==> run_1/power_grid.png <==
Scale bar: 20 µm. Pins as bars on the die edge. Tap cells in grey.
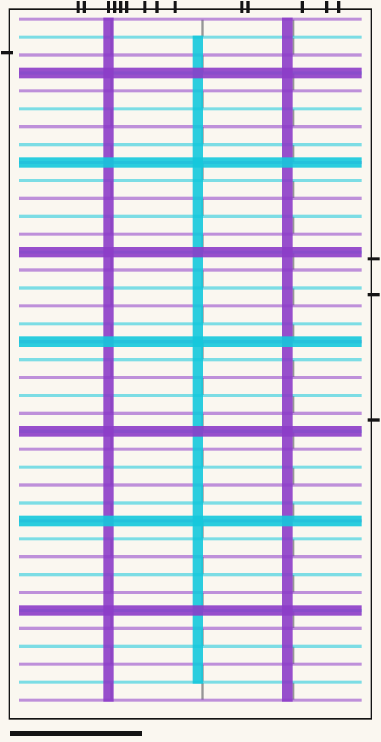
==> run_1/flops_by_reg.png <==
Scale bar: 20 µm. Other sequential cells in the stronger grey, the rest of the logic in the fainter grey.
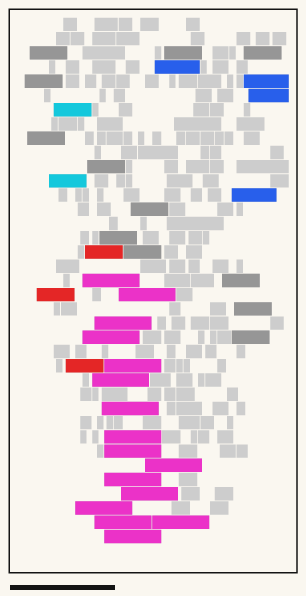
==> run_1/io_fan.png <==
Scale bar: 20 µm.
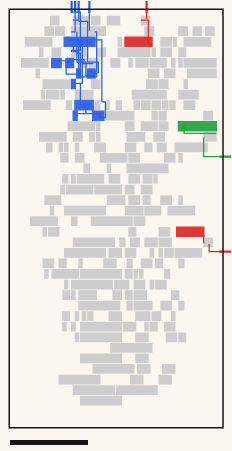
==> run_1/cell_density.png <==
Scale bar: 20 µm. 5 x 11 tiles, from white (low) to dark blue (high), 0 to 100% covered.
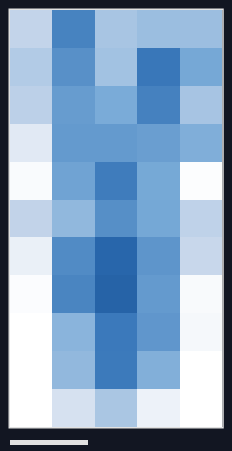
File: src/rtl/user_button_event_queue_if.sv
// Button-event bus between the debounced producers/host and the event queue.
// drop_count exists only when BUTTON_EVENT_DROP_EN is defined.
interface user_button_event_queue_if #(
  parameter int unsigned NUM_BUTTONS = 4,
  parameter int unsigned FIFO_DEPTH  = 8
);
  localparam int unsigned CODE_W = $clog2(NUM_BUTTONS);
  localparam int unsigned CNT_W  = $clog2(FIFO_DEPTH) + 1;

  logic [NUM_BUTTONS-1:0] press_activated;
  logic [NUM_BUTTONS-1:0] press_accepted;
  logic                   event_valid;
  logic [CODE_W-1:0]      event_code;
  logic                   event_read;
  logic [CNT_W-1:0]       fifo_count;
`ifdef BUTTON_EVENT_DROP_EN
  logic [7:0]             drop_count;

  modport master (
    output press_activated, event_read,
    input  press_accepted, event_valid, event_code, fifo_count, drop_count
  );
  modport slave (
    input  press_activated, event_read,
    output press_accepted, event_valid, event_code, fifo_count, drop_count
  );
`else
  modport master (
    output press_activated, event_read,
    input  press_accepted, event_valid, event_code, fifo_count
  );
  modport slave (
    input  press_activated, event_read,
    output press_accepted, event_valid, event_code, fifo_count
  );
`endif
endinterface

File: src/rtl/user_button_event_queue.sv
// Arbitrates button press handshakes and queues accepted button indices in a show-ahead FIFO.
// Define BUTTON_EVENT_DROP_EN to drop (and count) presses arriving while the FIFO is full.
module user_button_event_queue #(
  parameter int unsigned NUM_BUTTONS = 4,
  parameter int unsigned FIFO_DEPTH  = 8
) (
  input logic                      clock,
  input logic                      reset_n,
  user_button_event_queue_if.slave io_bus
);
  localparam int unsigned CODE_W = $clog2(NUM_BUTTONS);
  localparam int unsigned PTR_W  = $clog2(FIFO_DEPTH);
  localparam int unsigned CNT_W  = PTR_W + 1;

  typedef enum logic [1:0] {
    ST_IDLE    = 2'd0,
    ST_ACCEPT  = 2'd1,
    ST_RELEASE = 2'd2
  } state_t;

  state_t                 r_state,  w_state_nxt;
  logic [CODE_W-1:0]      r_sel,    w_sel_nxt;
  logic [NUM_BUTTONS-1:0] r_ack,    w_ack_nxt;
  logic [CODE_W-1:0]      r_mem [FIFO_DEPTH];
  logic [PTR_W-1:0]       r_wr_ptr, r_rd_ptr, w_rd_nxt;
  logic [CNT_W-1:0]       r_count,  w_count_nxt;
  logic                   r_valid;
  logic [CODE_W-1:0]      r_code,   w_code_nxt;
  logic                   w_req_any;
  logic [CODE_W-1:0]      w_req_idx;
  logic                   w_full;
  logic                   w_push;
  logic                   w_pop;
`ifdef BUTTON_EVENT_DROP_EN
  logic                   w_drop;
  logic [7:0]             r_drop;
`endif

  // Lowest-index pending request wins
  always_comb begin
    w_req_any = 1'b0;
    w_req_idx = '0;
    for (int i = int'(NUM_BUTTONS) - 1; i >= 0; i--) begin
      if (io_bus.press_activated[i]) begin
        w_req_any = 1'b1;
        w_req_idx = CODE_W'(i);
      end
    end
  end

  assign w_full = (r_count == CNT_W'(FIFO_DEPTH));
  assign w_pop  = io_bus.event_read && (r_count != '0);

  always_comb begin
    w_state_nxt = r_state;
    w_sel_nxt   = r_sel;
    w_ack_nxt   = r_ack;
    w_push      = 1'b0;
`ifdef BUTTON_EVENT_DROP_EN
    w_drop      = 1'b0;
`endif
    case (r_state)
      ST_IDLE: begin
        if (w_req_any) begin
          if (!w_full) begin
            w_push                 = 1'b1;
            w_sel_nxt              = w_req_idx;
            w_ack_nxt              = '0;
            w_ack_nxt[w_req_idx]   = 1'b1;
            w_state_nxt            = ST_ACCEPT;
          end
`ifdef BUTTON_EVENT_DROP_EN
          else begin
            w_drop                 = 1'b1;
            w_sel_nxt              = w_req_idx;
            w_ack_nxt              = '0;
            w_ack_nxt[w_req_idx]   = 1'b1;
            w_state_nxt            = ST_ACCEPT;
          end
`endif
        end
      end
      ST_ACCEPT: begin
        if (!io_bus.press_activated[r_sel]) begin
          w_ack_nxt   = '0;
          w_state_nxt = ST_RELEASE;
        end
      end
      ST_RELEASE: w_state_nxt = ST_IDLE;
      default: begin
        w_ack_nxt   = '0;
        w_state_nxt = ST_IDLE;
      end
    endcase
  end

  // Head lookahead: the registered code must already reflect this edge's push/pop
  always_comb begin
    w_rd_nxt = w_pop ? (r_rd_ptr + PTR_W'(1)) : r_rd_ptr;
    case ({w_push, w_pop})
      2'b10:   w_count_nxt = r_count + CNT_W'(1);
      2'b01:   w_count_nxt = r_count - CNT_W'(1);
      default: w_count_nxt = r_count;
    endcase
    if (w_push && (r_wr_ptr == w_rd_nxt)) w_code_nxt = w_req_idx;
    else                                  w_code_nxt = r_mem[w_rd_nxt];
  end

  always_ff @(posedge clock) begin
    if (!reset_n) begin
      r_state  <= ST_IDLE;
      r_sel    <= '0;
      r_ack    <= '0;
      r_wr_ptr <= '0;
      r_rd_ptr <= '0;
      r_count  <= '0;
      r_valid  <= 1'b0;
      r_code   <= '0;
    end else begin
      r_state  <= w_state_nxt;
      r_sel    <= w_sel_nxt;
      r_ack    <= w_ack_nxt;
      r_wr_ptr <= w_push ? (r_wr_ptr + PTR_W'(1)) : r_wr_ptr;
      r_rd_ptr <= w_rd_nxt;
      r_count  <= w_count_nxt;
      r_valid  <= (w_count_nxt != '0);
      r_code   <= w_code_nxt;
    end
  end

  always_ff @(posedge clock) begin
    if (w_push) r_mem[r_wr_ptr] <= w_req_idx;
  end

`ifdef BUTTON_EVENT_DROP_EN
  always_ff @(posedge clock) begin
    if (!reset_n)                        r_drop <= '0;
    else if (w_drop && r_drop != 8'hFF)  r_drop <= r_drop + 8'd1;
  end
  assign io_bus.drop_count = r_drop;
`endif

  assign io_bus.press_accepted = r_ack;
  assign io_bus.event_valid    = r_valid;
  assign io_bus.event_code     = r_code;
  assign io_bus.fifo_count     = r_count;
endmodule

File: src/flat_wrapper.sv
// flat-port wrapper written by rule: the top's interface ports become plain ports
module user_button_event_queue_flat 
#(
  parameter int unsigned NUM_BUTTONS = 4,
  parameter int unsigned FIFO_DEPTH  = 8
)
  (clock, reset_n, io_bus_press_activated, io_bus_event_read, io_bus_press_accepted, io_bus_event_valid, io_bus_event_code, io_bus_fifo_count);
  user_button_event_queue_if #(.NUM_BUTTONS(NUM_BUTTONS), .FIFO_DEPTH(FIFO_DEPTH)) io_bus_i ();
  input logic clock;
  input logic reset_n;
  input wire logic [$bits(io_bus_i.press_activated)-1:0] io_bus_press_activated;
  input wire logic [$bits(io_bus_i.event_read)-1:0] io_bus_event_read;
  output wire logic [$bits(io_bus_i.press_accepted)-1:0] io_bus_press_accepted;
  output wire logic [$bits(io_bus_i.event_valid)-1:0] io_bus_event_valid;
  output wire logic [$bits(io_bus_i.event_code)-1:0] io_bus_event_code;
  output wire logic [$bits(io_bus_i.fifo_count)-1:0] io_bus_fifo_count;
  assign io_bus_i.press_activated = io_bus_press_activated;
  assign io_bus_i.event_read = io_bus_event_read;
  assign io_bus_press_accepted = io_bus_i.press_accepted;
  assign io_bus_event_valid = io_bus_i.event_valid;
  assign io_bus_event_code = io_bus_i.event_code;
  assign io_bus_fifo_count = io_bus_i.fifo_count;
  user_button_event_queue #(.NUM_BUTTONS(NUM_BUTTONS), .FIFO_DEPTH(FIFO_DEPTH)) u_core (.clock(clock), .reset_n(reset_n), .io_bus(io_bus_i));
endmodule
File: config.mk
export PLATFORM = sky130hd
export DESIGN_NAME = user_button_event_queue_flat
export DESIGN_NICKNAME = d
export VERILOG_FILES = /design/src/rtl/user_button_event_queue_if.sv /design/src/rtl/user_button_event_queue.sv /design/src/flat_wrapper.sv
export SDC_FILE = /design/constraint.sdc
export NUM_CORES = 1
export LEC_CHECK = 0
export ABC_CLOCK_PERIOD_IN_PS = 3200
export CAP_MARGIN = 5
export CORE_ASPECT_RATIO = 2
export CORE_UTILIZATION = 35
export CTS_CLUSTER_SIZE = 16
export DETAILED_ROUTE_END_ITERATION = 12
export PLACE_DENSITY = 0.56
export SETUP_SLACK_MARGIN = 0.4
export SYNTH_ARGS = -nofsm -noshare
export SYNTH_HDL_FRONTEND = slang
export SYNTH_SLANG_ARGS = --single-unit
File: constraint.sdc
create_clock -name clock -period 3.2 [get_ports clock]
set_clock_uncertainty 0.1 [all_clocks]
set_input_delay 0.64 -clock clock [delete_from_list [all_inputs] [get_ports clock]]
set_output_delay 0.64 -clock clock [all_outputs]
set_load 0.1 [all_outputs]
==> impl_metrics.py, run 1 <==
# Physical implementation metrics
metrics = {
    "route": {
        "wire_per_inst_um": 15.42,
        "wl_met3_um": 92,
        "drt_wl_total_um": 4286,
        "m1WireLength_um": 1623,
        "dr.max_layer_used": "met4",
        "wl_met2_um": 2425,
        "ant_nets": 0,
    },
    "setup_path": {
        "crit_path_max_incr_delay_ps": 530,
        "cpMaxStageDelayCell": "a2111oi_0",
        "cp_data_arrival_time_ps": 2620,
        "start_kind": "input port",
        "critPathKind": "input port to register",
    },
    "clock_tree": {
        "cts_buffers": 5,
        "clk_latency_ps": 300,
        "cts_tree": "done",
        "clkSlewWorstSetupHoldPaths_ps": 80,
        "cts-root-buf": "clkbuf_8",
        "clkSinkCount": 37,
    },
    "run": {
        "cap_violations": 0,
    },
    "yosys": {
        "yosys_warnings": 0,
        "syn-num-nets": 204,
        "yosys.area.top_type": "edfxtp_1",
        "synth.logic.top_family": "simple AND/OR/NAND/NOR gates",
        "syn_area_um2": 1947,
        "yosys_area_um2": 1947,
        "async_flop_share_pct": 0,
        "synth-xor-area-share_pct": 5.398,
    },
    "sta": {
        "finalHoldViolations": 0,
        "setup-tns-final_ps": 0,
        "tightest_slew_ps": 673.8,
        "max-slew-margin-rel_pct": 55.03,
    },
    "finish": {
        "fillers": 521,
        "flow.area_growth_from_synthesis_pct": 21.79,
        "antenna_cells": 0,
    },
    "placed_design": {
        "dp_slack_ps": 32.20,
        "io_buffers": 17,
        "place_area_um2": 2236,
    },
    "grt": {
        "track_usage_pct": 16.67,
    },
    "pwr": {
        "p_leak_nw": 0.9068,
        "power_density_nw_per_um2": 991.4,
    },
    "run_status": {
        "status": "finished, final reports clean",
    },
}
Notes on power_grid.png above:
purple -> VSS
cyan -> VDD
tap cells = 60
rows = 38
met1 rails = 39
signal pins = 18
met5 straps = 7
Die X: 54.74 µm
Die Y: 107.5 µm
floorplan core area: 5373 µm²

Notes on flops_by_reg.png above:
blue -> u_core.io_bus.fifo_count  # placed flops 4, where upper right
red -> u_core.r_wr_ptr  # placed flops 3
magenta -> u_core.r_mem  # placed flops 16
cyan -> u_core.r_sel  # placed flops 2
register area: 913.4 µm²
fraction of area in registers: 38.52%

Notes on io_fan.png above:
green -> io_bus_event_read  # direction input, edge right, end cells 1, buffers 1, wire 19.7 µm
blue -> io_bus_press_activated  # direction input, edge top, end cells 10, buffers 7, wire 185 µm
red -> io_bus_event_code  # direction output, edge 1 top, 1 right, end cells 2, buffers 2, wire 17.7 µm

Notes on cell_density.png above:
fullest tile = 79%
mean over tiles = 39%
nearly empty tiles = 13%
densest ninth of the die = centre
tiles over 75% full = 3.6%

==> run 1: report_power, final <==
group / internal, mW / leakage (nW) / switching (mW) / total [mW]
Combinational: 0.453 / 0.532 / 0.743 / 1.20
Sequential: 0.611 / 0.323 / 0.135 / 0.746
Clock: 0.229 / 0.0518 / 0.180 / 0.409
Total: 1.29 / 0.907 / 1.06 / 2.35
==> run 1: sequential cells by signal, summed over array words and instances, names as in the netlist <==
register / flops
u_core.io_bus.event_valid: 1
u_core.io_bus.press_accepted: 4
u_core.r_wr_ptr: 3
u_core.io_bus.event_code: 2
u_core.r_sel: 2
u_core.r_rd_ptr: 3
u_core.r_state: 2
u_core.r_mem: 16
u_core.io_bus.fifo_count: 4
==> run 1: placed cells by master, fill, tap and decap left out, types with 3 or more instances in the layout <==
cell type,n
a21oi_1,6
a22oi_1,3
buf_4,22
clkbuf_8,5
dfxtp_1,17
dfxtp_4,3
dlymetal6s2s_1,4
edfxtp_1,16
ha_1,4
inv_1,3
mux2i_1,15
nand2_1,14
nand2b_1,3
nor2_1,26
nor2b_1,3
nor3_1,6
nor4b_1,3
o21ai_0,6
or3_1,4
xnor2_1,6
xor2_1,6
==> run 1: final cells by class <==
type                            count  share of cell area, %
Timing Repair Buffer               28                  9.921
Sequential cell                    37                  38.52
Clock inverter                      3                  1.741
Clock buffer                        5                  2.902
Inverter                            5                 0.9499
Multi-Input combinational cell    140                  42.80
Tap cell                           60                  3.166
==> run 1: final timing paths <==
kind / from / end / slack (ps) / cells after the start
worst min register to register: u_core.io_bus.press_accepted[2] / u_core.io_bus.press_accepted[2] / 410 / 2
worst min-delay path: u_core.io_bus.press_accepted[2] / u_core.io_bus.press_accepted[2] / 410 / 2
worst max-delay path: io_bus_event_read / u_core.io_bus.event_code[1] / 640 / 7
worst max register to register: u_core.io_bus.fifo_count[3] / u_core.io_bus.event_valid / 790 / 11
==> run 1: cells by family (layout without fill, tap and decap cells) <==
group / after synthesis / in the layout
and+or+nand+nor: 71 / 71
DFF: 37 / 37
AOI/OAI and AO/OA: 33 / 33
muxes: 19 / 19
buffers and inverters: 15 / 41
xor gates and xnor gates: 12 / 12
adders and majority gates: 5 / 5
==> run 1: layer usage <==
metal | GRT usage, % | vias to the layer above
met5 | 0 | -
met1 | 16.56 | 747
met4 | 9.707 | 0
met3 | 3.390 | 13
li1 | - | 750
met2 | 29.43 | 23
==> run 1: repair_timing <==
item / 4_1_cts / 5_1_grt
endpoints found under the setup margin: 2 / 3
buffers inserted: 1 / 1
resized: 0 / 4
pin swaps: 3 / 6
gates cloned: 0 / 0
hold buffers: 0 / 0
==> run 1: worst max-delay path, delay by kind of cell <==
kind / cells / cell delay [ps]
AND/OR/NAND/NOR: 1 / 350
AND-OR/OR-AND: 4 / 920
buffers and inverters: 2 / 710
==> run 1: per-stage QoR <==
stage | util [%] | hold WS, ps
global placement | 41.62 | 380.1
global route | 44.13 | 418.4
floorplan | - | 353.5
detailed placement | 41.62 | 390.7
finish | 44.13 | 408.3
CTS | 43.81 | 401.2
## Run 2: what changed since run 1
- ABC_CLOCK_PERIOD_IN_PS: 3200 -> 2500
- clock period: 3.2 -> 2.5 ns (I/O delays scaled with it)
==> run_2/power_grid.png <==
Scale bar: 20 µm. Pins as bars on the die edge. Tap cells in grey.
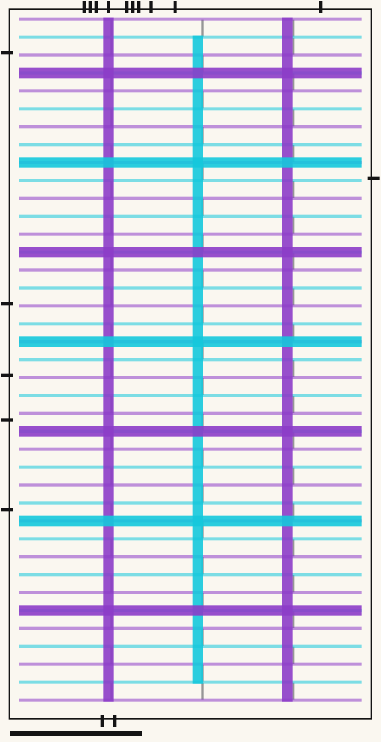
cyan -> VDD
purple -> VSS
met1 rails = 39
tap cells = 60
VDD IR max: 852.4 µV

==> run_2/io_fan.png <==
Scale bar: 20 µm.
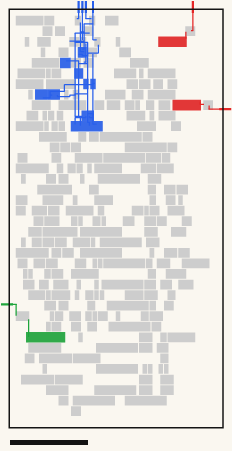
red -> io_bus_event_code  # direction output, edge 1 top, 1 right, end cells 2, buffers 2, wire 12.6 µm
blue -> io_bus_press_activated  # direction input, edge top, end cells 10, buffers 8, wire 184 µm
green -> io_bus_event_read  # direction input, edge left, end cells 1, buffers 1, wire 8.50 µm
port bufs: 17
io pins: 18

==> run 2 against run 1 <==
  * Via count up 8.5%
  * Critical path depth increased by 3
  * Setup slack lost 570 ps
  * Synthesized cell count did not move
  * Sequential power up 21%
  * Final area grew 12%
  * First-iteration DRC count down 46%
  * Critical path type is now register to register
  * Largest cell class unchanged
  * Largest power group unchanged
==> impl_metrics.py, run 2 <==
# Physical implementation metrics
metrics = {
    "run_status": {
        "status": "finished, final reports clean",
    },
    "yosys": {
        "syn_area_um2": 1947,
        "yosys.area.top_type": "edfxtp_1",
        "yosys_warnings": 0,
        "async_flop_share_pct": 0,
        "syn-num-nets": 204,
    },
    "setup_path": {
        "crit_path_max_incr_delay_ps": 540,
        "cp_num_buf_inv": 1,
        "start_kind": "register",
        "worstSetupPathDepth": 10,
        "critPathKind": "register to register",
        "r2r_cells": 10,
    },
    "clock_tree": {
        "clkSlewWorstSetupHoldPaths_ps": 70,
        "cts-root-buf": "clkbuf_8",
        "postCtsHoldBufs": 0,
        "clkSinkCount": 37,
        "cts_buffers": 5,
        "clk_latency_ps": 300,
    },
    "placed_design": {
        "place_area_um2": 2412,
    },
    "floorplan": {
        "dieWidth_um": 54.74,
    },
    "finish": {
        "top_register": "u_core.r_mem",
        "largest_register_ffs": 16,
        "flow.area_growth_from_synthesis_pct": 36.44,
        "lay_top_count": "buf_4",
        "fillers": 528,
        "antenna_cells": 0,
    },
    "pwr": {
        "power_density_nw_per_um2": 1289,
    },
    "sta": {
        "tightest_slew_ps": 714.5,
        "finalHoldViolations": 0,
    },
    "route": {
        "drt_wl_total_um": 4989,
        "wire_per_inst_um": 16.36,
    },
    "grt": {
        "track_usage_pct": 19.15,
    },
    "worst_hold_path": {
        "whs_path_depth": 2,
    },
}
==> run_2/cell_density.png <==
Scale bar: 20 µm. 5 x 11 tiles, from white (low) to dark blue (high), 0 to 100% covered.
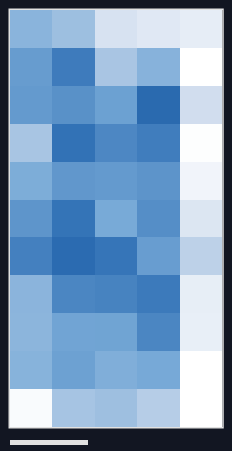
mean over tiles = 44%
nearly empty tiles = 7.3%
fullest tile = 77%
tiles over 75% full = 3.6%

[run 2: cell types whose count changed in the layout (fill, tap and decap cells not counted), sizes merged]
| cell | delta |
|---|---|
| buf | +27 |
| clkbuf | +7 |
| dlymetal6s2s | -4 |
| bufinv | -1 |
| clkinv | -1 |
| clkinvlp | -1 |
[run 2: worst reg2reg max path: stages (launching register included)]
cell and delay, ps:
dfxtp_4 360, o41ai_4 540, inv_4 100, ha_4 190, xor2_1 140, ha_2 190
a21oi_2 120, xor2_1 180, nor2_1 70, xnor2_1 200, a31oi_1 110
[run 2: logic make-up after synthesis]
kind of cell | count (synthesis) | synth area share [%]
adders and majority gates | 5 | 3.213
and+or+nand+nor | 71 | 18.57
xor gates and xnor gates | 12 | 5.398
muxes | 19 | 10.73
DFF | 37 | 46.27
AOI/OAI and AO/OA | 33 | 12.60
buffers and inverters | 15 | 3.213
[run 2: what timing repair did]
| action | in CTS | in global routing |
|---|---|---|
| setup buffers | 4 | 5 |
| gates cloned | 0 | 0 |
| endpoints found under the setup margin | 18 | 10 |
| gates resized | 16 | 20 |
| pin swaps | 13 | 11 |
[run 2: layer usage]
| layer | vias up | track usage [%] | wire (µm) |
|---|---|---|---|
| met5 | - | 0 | 0 |
| met2 | 33 | 34.77 | 2989 |
| met1 | 806 | 16.93 | 1639 |
| met4 | 0 | 13.00 | 241 |
| met3 | 17 | 4.237 | 119 |
| li1 | 807 | - | - |
[run 2: worst paths after layout]
| kind | slack (ps) | start | endpoint |
|---|---|---|---|
| max | 70 | u_core.io_bus.fifo_count[1] | u_core.io_bus.event_valid |
| max reg2reg | 70 | u_core.io_bus.fifo_count[1] | u_core.io_bus.event_valid |
| min reg2reg | 380 | u_core.r_sel[0] | u_core.r_sel[0] |
| min | 380 | u_core.r_sel[0] | u_core.r_sel[0] |
[run 2: through the flow]
stage | TNS, ps | hold WS, ps | utilization, % | setup slack [ps]
6_report | 0 | 381.4 | 49.44 | 65.49
5_1_grt | -53.06 | 413.1 | 49.44 | -53.06
4_1_cts | 0 | 385.5 | 48.04 | 4.365
3_5_place_dp | -2073 | 372.8 | 44.90 | -498.4
3_3_place_gp | -1755 | 375.1 | 44.90 | -438.4
2_1_floorplan | -480.0 | 353.5 | - | -260.1
[run 2: final cells by class]
cell class | count | area, µm² | area share, %
clock buffer | 8 | 90.09 | 3.391
inverter | 5 | 22.52 | 0.8479
multi-input combinational | 140 | 1101 | 41.45
sequential | 37 | 915.9 | 34.48
tap | 60 | 75.07 | 2.826
timing repair buffer | 55 | 451.7 | 17.00
[run 2: where the power goes]
| group | switching (mW) | internal [mW] | total, mW |
|---|---|---|---|
| clock network | 0.210 | 0.225 | 0.434 |
| registers | 0.120 | 0.784 | 0.904 |
| logic | 1.19 | 0.900 | 2.09 |
## Run 3: what changed since run 2
- MAX_ROUTING_LAYER: not set -> met4
==> run_3/placement.png <==
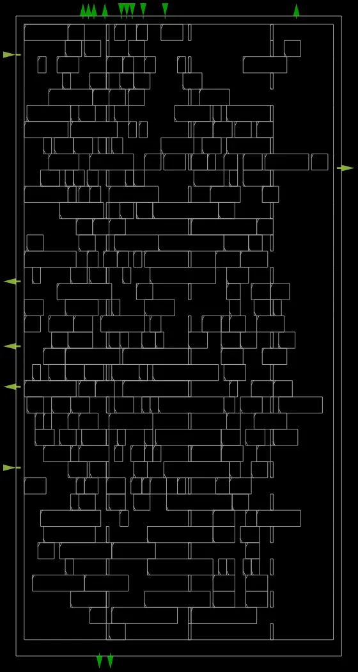
fin cells: 305
Filler cells: 528
Finished Core Util: 49.44%

==> run_3/io_fan.png <==
Scale bar: 20 µm.
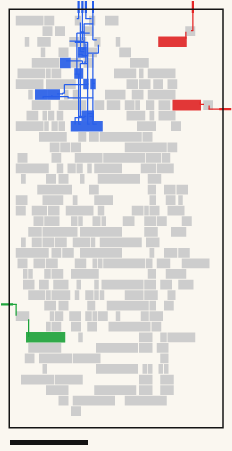
green -> io_bus_event_read  # direction input, edge left, end cells 1, buffers 1, wire 8.50 µm
red -> io_bus_event_code  # direction output, edge 1 top, 1 right, end cells 2, buffers 2, wire 12.6 µm
blue -> io_bus_press_activated  # direction input, edge top, end cells 10, buffers 8, wire 183 µm

==> run 3 against run 2 <==
  * Routed wire length grew 0.14%
  * Register-to-register slack better by 20 ps
  * Sequential cell count is the same
  * Synthesized cell count did not move
  * Highest routed layer unchanged
  * Combinational power about the same
  * Setup slack better by 21 ps
  * Non-clock buffer count stayed put
  * Clock-buffer cell count stayed put
  * Critical path depth unchanged
  * First-iteration DRC count rose by 38%
  * Cell count is the same
  * Critical path type unchanged
  * Total power about the same
==> impl_metrics.py, run 3 <==
# Physical implementation metrics
metrics = {
    "worst_hold_path": {
        "whs_path_depth": 2,
        "whs_endpoint": "u_core.r_sel[0]",
        "hp-start": "u_core.r_sel[0]",
    },
    "setup_path": {
        "critPathKind": "register to register",
        "start_kind": "register",
        "rrSetupSlack_ps": 90,
        "cp_data_arrival_time_ps": 2460,
        "r2r_cells": 10,
        "r2r_end": "u_core.io_bus.event_valid",
    },
    "floorplan": {
        "dieWidth_um": 54.74,
        "io_pins": 18,
        "core_area_um2": 5373,
    },
    "run_status": {
        "status": "finished, final reports clean",
    },
    "yosys": {
        "async_flop_share_pct": 0,
        "yosys_warnings": 0,
        "yosys_area_um2": 1947,
    },
    "finish": {
        "lay_top_count": "buf_4",
        "comb_area_um2": 1101,
    },
    "pwr": {
        "swShare_pct": 44.26,
        "p_switching_mw": 1.515,
        "p_leak_nw": 1.027,
        "share_comb_of_total_power_pct": 60.9,
        "p_int_mw": 1.908,
        "p_clk_share_pct": 12.7,
    },
    "clock_tree": {
        "cts_buffers": 5,
        "cts_tree": "done",
        "cts-root-buf": "clkbuf_8",
    },
    "route": {
        "ant_nets": 0,
    },
    "placed_design": {
        "place_area_um2": 2412,
        "dp_slack_ps": -498.4,
    },
    "sta": {
        "setup_ws_ps": 86.63,
    },
}
==> run_3/power_grid.png <==
Scale bar: 20 µm. Pins as bars on the die edge. Tap cells in grey.
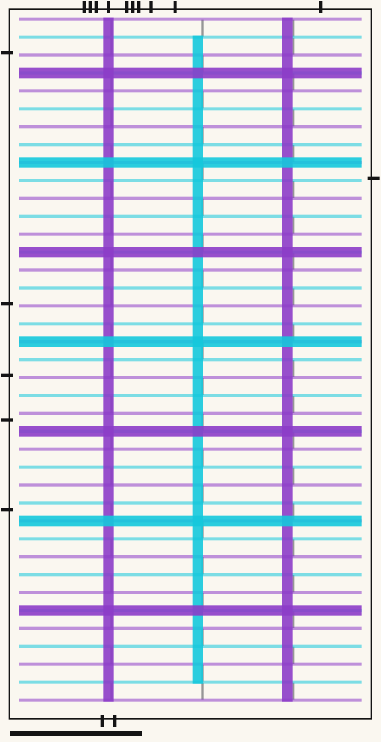
purple -> VSS
cyan -> VDD
signal pins = 18
met5 straps = 7
tap cells = 60
rows = 38
met1 rails = 39
VDD IR max: 854.1 µV

==> run 3: cell type report <==
| type | count | share of cell area [%] |
|---|---|---|
| well taps | 60 | 2.826 |
| inverters | 5 | 0.8479 |
| clock buffers | 8 | 3.391 |
| repair buffers | 55 | 17.00 |
| flip-flops and latches | 37 | 34.48 |
| multi-input cells | 140 | 41.45 |
==> run 3: cells by family after synthesis <==
group                      count (synthesis)  synth area share (%)
and+or+nand+nor                           71                 18.57
DFF                                       37                 46.27
muxes                                     19                 10.73
buffers and inverters                     15                 3.213
adders and majority gates                  5                 3.213
xor gates and xnor gates                  12                 5.398
AOI/OAI and AO/OA                         33                 12.60
==> run 3: metal layers <==
| layer | global-route usage, % | up-vias | part of all wire, % |
|---|---|---|---|
| met5 | - | - | 0 |
| met2 | 34.77 | 34 | 59 |
| met1 | 17.11 | 806 | 33 |
| met4 | 13.00 | 0 | 5.8 |
| met3 | 4.237 | 19 | 2.2 |
| li1 | - | 806 | - |
==> run 3: power groups by stage <==
stage                     registers (mW)  logic [mW]  clock network, mW
after CTS                          0.899        1.98              0.448
after detailed placement           0.918        1.87                  0
final                              0.905        2.08              0.434
after floorplan                     1.26       0.939                  0
after global placement             0.916        1.87                  0
after global routing               0.922        2.24              0.467
==> run 3: how the worst max path moves through the flow <==
stage,endpoint,cells after the start
floorplan,u_core.io_bus.event_valid,12
global placement,u_core.io_bus.event_valid,13
detailed placement,u_core.io_bus.event_valid,13
CTS,u_core.io_bus.event_valid,12
global route,u_core.io_bus.event_valid,13
finish,u_core.io_bus.event_valid,10
==> run 3: timing repair <==
item,in CTS,in global routing
buffers inserted,4,5
pin swaps,13,11
resized,16,20
hold buffers,0,0
endpoints found under the setup margin,18,10
==> run 3: critical path, cell delays in order, from the launching register on <==
cell     delay [ps]
dfxtp_4         360
o41ai_4         530
inv_4           100
ha_4            180
xor2_1          140
ha_2            190
a21oi_2         110
xor2_1          170
nor2_1           70
xnor2_1         200
a31oi_1         110
==> run 3: through the flow <==
| stage | power [mW] | hold slack (ps) |
|---|---|---|
| 6_report | 3.423 | 382.6 |
| 5_1_grt | 3.634 | 413.1 |
| 3_3_place_gp | 2.783 | 375.1 |
| 2_1_floorplan | 2.202 | 353.5 |
| 3_5_place_dp | 2.789 | 372.8 |
| 4_1_cts | 3.331 | 385.5 |
Power is estimated from default activity; no workload was simulated.
